**Floorplan with the power grid**

Scale: 6 px per micron. Pins as bars on the die edge. Tap cells in gray.
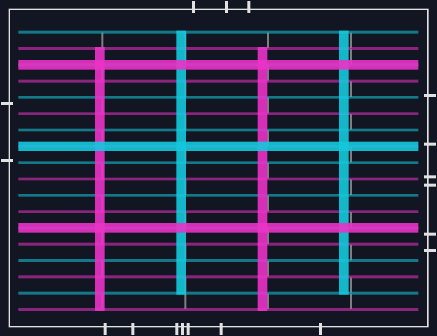
**Sequential cells colored by netlist name**

Scale: 6 px per micron. Other sequential cells in the stronger gray, the rest of the logic in the fainter gray.
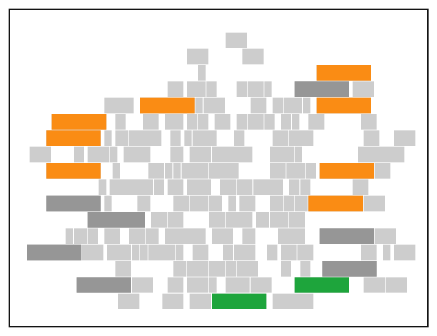
<file path="src/rtl/scan_select_seq.sv">
// Scan sequencer for a 2-to-4 one-hot decoder: steps {a,b} through channels with dwell and blanking.
// Optional build macro SCAN_MASK_EN adds a per-channel enable mask input.
module scan_select_seq #(
    parameter int DIV_W = 8,
    parameter int BLANK = 2
) (
    input  logic             clk,
    input  logic             rst,
    input  logic             start,
    input  logic             stop,
    input  logic             oneshot,
    input  logic [DIV_W-1:0] div,
`ifdef SCAN_MASK_EN
    input  logic [3:0]       mask,
`endif
    output logic             a,
    output logic             b,
    output logic             en,
    output logic             busy,
    output logic             done
);

    localparam int BCW = (BLANK > 1) ? $clog2(BLANK) : 1;
    localparam logic [BCW-1:0] BLANK_LAST = (BLANK > 0) ? BCW'(BLANK - 1) : '0;

    typedef enum logic [1:0] {S_IDLE, S_BLANK, S_DRIVE} state_t;

    state_t           state, state_n;
    logic [1:0]       sel, sel_n;
    logic [BCW-1:0]   bcnt, bcnt_n;
    logic [DIV_W-1:0] dcnt, dcnt_n;
    logic             os_q, os_n;
    logic             done_n;
    logic             enter;
    logic [3:0]       mask_eff;
    logic [3:0]       above;

`ifdef SCAN_MASK_EN
    assign mask_eff = mask;
`else
    assign mask_eff = 4'hF;
`endif

    function automatic logic [1:0] lowest(input logic [3:0] m);
        lowest = 2'd0;
        for (int i = 3; i >= 0; i--)
            if (m[i]) lowest = 2'(i);
    endfunction

    // Enabled channels strictly above the current one, for the next-channel search.
    always_comb begin
        above = '0;
        for (int i = 0; i < 4; i++)
            above[i] = mask_eff[i] && (i > int'(sel));
    end

    always_comb begin
        state_n = state;
        sel_n   = sel;
        bcnt_n  = bcnt;
        dcnt_n  = dcnt;
        os_n    = os_q;
        done_n  = 1'b0;
        enter   = 1'b0;
        case (state)
            S_IDLE: begin
                if (start && !stop) begin
                    os_n = oneshot;
                    if (mask_eff == 4'b0) begin
                        done_n = oneshot;
                    end else begin
                        sel_n = lowest(mask_eff);
                        enter = 1'b1;
                    end
                end
            end
            S_BLANK: begin
                if (stop) begin
                    state_n = S_IDLE;
                    sel_n   = '0;
                end else if (bcnt == BLANK_LAST) begin
                    state_n = S_DRIVE;
                    dcnt_n  = div;
                end else begin
                    bcnt_n = bcnt + 1'b1;
                end
            end
            S_DRIVE: begin
                if (stop) begin
                    state_n = S_IDLE;
                    sel_n   = '0;
                end else if (dcnt == '0) begin
                    if (above != 4'b0) begin
                        sel_n = lowest(above);
                        enter = 1'b1;
                    end else if (mask_eff == 4'b0 || os_q) begin
                        state_n = S_IDLE;
                        sel_n   = '0;
                        done_n  = 1'b1;
                    end else begin
                        sel_n = lowest(mask_eff);
                        enter = 1'b1;
                    end
                end else begin
                    dcnt_n = dcnt - 1'b1;
                end
            end
            default: begin
                state_n = S_IDLE;
                sel_n   = '0;
            end
        endcase
        // Dwell is loaded on every DRIVE entry, so div changes mid-window are ignored.
        if (enter) begin
            if (BLANK == 0) begin
                state_n = S_DRIVE;
                dcnt_n  = div;
            end else begin
                state_n = S_BLANK;
                bcnt_n  = '0;
            end
        end
    end

    always_ff @(posedge clk or posedge rst) begin
        if (rst) begin
            state <= S_IDLE;
            sel   <= '0;
            bcnt  <= '0;
            dcnt  <= '0;
            os_q  <= 1'b0;
            en    <= 1'b0;
            busy  <= 1'b0;
            done  <= 1'b0;
        end else begin
            state <= state_n;
            sel   <= sel_n;
            bcnt  <= bcnt_n;
            dcnt  <= dcnt_n;
            os_q  <= os_n;
            en    <= (state_n == S_DRIVE);
            busy  <= (state_n != S_IDLE);
            done  <= done_n;
        end
    end

    assign a = sel[1];
    assign b = sel[0];

endmodule

</file>
<file path="config.mk">
export PLATFORM = sky130hd
export DESIGN_NAME = scan_select_seq
export DESIGN_NICKNAME = d
export VERILOG_FILES = /design/src/rtl/scan_select_seq.sv
export SDC_FILE = /design/constraint.sdc
export NUM_CORES = 1
export LEC_CHECK = 0
export CAP_MARGIN = 10
export CORE_ASPECT_RATIO = 0.75
export CORE_MARGIN = 1
export CORE_UTILIZATION = 30
export DETAILED_ROUTE_END_ITERATION = 16
export SLEW_MARGIN = 10
export SYNTH_ARGS = -nofsm -noshare
export SYNTH_HDL_FRONTEND = slang
export SYNTH_SLANG_ARGS = --single-unit
</file>
<file path="constraint.sdc">
create_clock -name clk -period 1.7 [get_ports clk]
set_clock_uncertainty 0.15 [all_clocks]
set_input_delay 0.34 -clock clk [delete_from_list [all_inputs] [get_ports clk]]
set_output_delay 0.34 -clock clk [all_outputs]
set_load 0.005 [all_outputs]
</file>
==> qor.txt <==
outcome -> complete, but fails checks
failing checks -> negative setup slack
Worst Path Required -> 1.72 ns
layout cells sized above 1 -> 31.6%
fin nets -> 172
minimum clock period -> 1.73 ns
Die Ht -> 52.6 microns
Registers, synthesis -> 17
Seq/Total Area, Yosys -> 41.5%
Synth cell types -> 37
Post-synth EDFFs -> 0
clock buffer depth -> 2
Synth mux share -> 4.02%
boundary pin count -> 18
vias in the first global route -> 942
crit path from -> dcnt[6]
Adders+Majority by Area -> 3.66%
CP arrival -> 1.75 ns
DRT Pass-1 Iters -> 4
crit path to -> dcnt[1]
CTS Hold Bufs -> 0
Mapped Nets -> 126
antenna violations before repair -> 0
slack of the critical path -> -0.0261 ns
Mapped Area -> 1030 sq um
Syn Inst Count -> 110
Leak Pwr -> 0.000697 uW
CTS tree -> done
most frequently placed logic cells in the final layout -> buf_4, clkdlybuf4s50_1, dfrtp_1
hpwl dp -> 2030 microns
Max Slew Vio Count -> 0
H-tree depth -> 1
GPL Wtd Cong -> 0.886
Log Warnings -> 29
Setup-failing EPs final -> 4
wire per inst -> 14.4 microns
CP Launch Type -> flip-flop
actual slew at the worst max-slew pin -> 0.370 ns
clock sink total -> 17
worst hold path type -> input pin to async pin
ys flop type -> dfrtp_1
RSZ-0062 raised after global routing -> yes
Final Instance Area -> 1560 sq um
ANT nets after route -> 0
Top logic family -> AND-OR/OR-AND gates
GRT overflow -> 0
synth warn -> 0
Top cell excl fill/tap -> buf_4
vias per cell -> 5.18
Peak VDD IR -> 0.000496 V
max incr delay on CP -> 0.41 ns
Notes on 'floorplan with the power grid' above:
| color | net |
|---|---|
| cyan | VDD |
| magenta | VSS |
rows: 17
met4 straps: 4
signal pins: 18

Notes on 'sequential cells colored by netlist name' above:
| color | name in the netlist | flops |
|---|---|---|
| orange | `dcnt` | 8 |
| green | `sel` | 2 |
not colored: 7

[power by group]
part           internal (uW)  total, uW  leakage (uW)  switching, uW
clock network            166        295     0.0000228            129
logic                    304        580      0.000465            276
registers                501        593      0.000209           91.2
[layer usage]
layer	GRT usage, %	routed length (microns)
met5	0	0
met4	4.42	20
met3	4.62	168
met2	23.5	1220
met1	23.5	1370
[worst min-delay path by stage]
stage | start | end | slack (ns) | cells past startpoint
finish | rst | busy | 0.25 | 3
global placement | os_q | os_q | 0.37 | 1
floorplan | rst | bcnt | 0.12 | 1
detailed placement | os_q | os_q | 0.37 | 1
global route | rst | os_q | 0.29 | 3
CTS | rst | dcnt[7] | 0.26 | 3
[sequential cells by signal, indices dropped and copies added (netlist names)]
name,cells
bcnt,1
busy,1
dcnt,8
done,1
en,1
os_q,1
sel,2
state,2
[cell families (layout without fill, tap and decap cells)]
| group | Yosys count | after routing |
|---|---|---|
| multiplexers | 4 | 4 |
| AND/OR/NAND/NOR | 41 | 41 |
| AND-OR/OR-AND | 34 | 35 |
| flip-flops | 17 | 17 |
| adder cells (fa/ha/maj) | 3 | 3 |
| buffers and inverters | 11 | 55 |
[per-stage QoR]
| step | power, uW | utilization, % | setup TNS [ns] | cells |
|---|---|---|---|---|
| floorplan | 860 | - | 0 | 110 |
| global placement | 1110 | 45.9 | -1.26 | 184 |
| detailed placement | 1120 | 45.9 | -1.85 | 184 |
| CTS | 1440 | 48.5 | -0.00518 | 189 |
| global route | 1580 | 50.7 | -0.510 | 193 |
| finish | 1470 | 50.7 | -0.0609 | 193 |
[worst register-to-register path, delay by kind of cell (launching register included)]
| family | cells | cell delay [ns] |
|---|---|---|
| AND-OR/OR-AND | 1 | 0.28 |
| flip-flops | 1 | 0.41 |
| multiplexers | 1 | 0.21 |
| AND/OR/NAND/NOR | 2 | 0.60 |
[repair_timing]
item                       4_1_cts  5_1_grt
setup buffers                    0        4
setup endpoints to repair        9       13
pin swaps                        2        7
cloned                           1        0
hold endpoints to repair         0        0
resized                         10       10
[cell type report]
class	instances	area (sq um)	share of cell area (%)
Inverter	5	18.8	1.20
Sequential cell	17	427	27.3
Tap cell	38	47.5	3.04
Timing Repair Buffer	46	408	26.1
Multi-Input combinational cell	83	618	39.5
Clock buffer	4	45.0	2.88
[Yosys cell counts (4+ instances only)]
library cell / count / area (sq um)
a21oi_1: 8 / 40.0
dfrtp_1: 17 / 425
nor3_1: 4 / 20.0
clkbuf_1: 4 / 15.0
nand3_1: 6 / 30.0
inv_1: 5 / 18.8
nor2b_1: 4 / 25.0
nor2_1: 8 / 30.0
o21ai_0: 8 / 40.0
nand2_1: 8 / 30.0
Power is estimated from default activity; no workload was simulated.
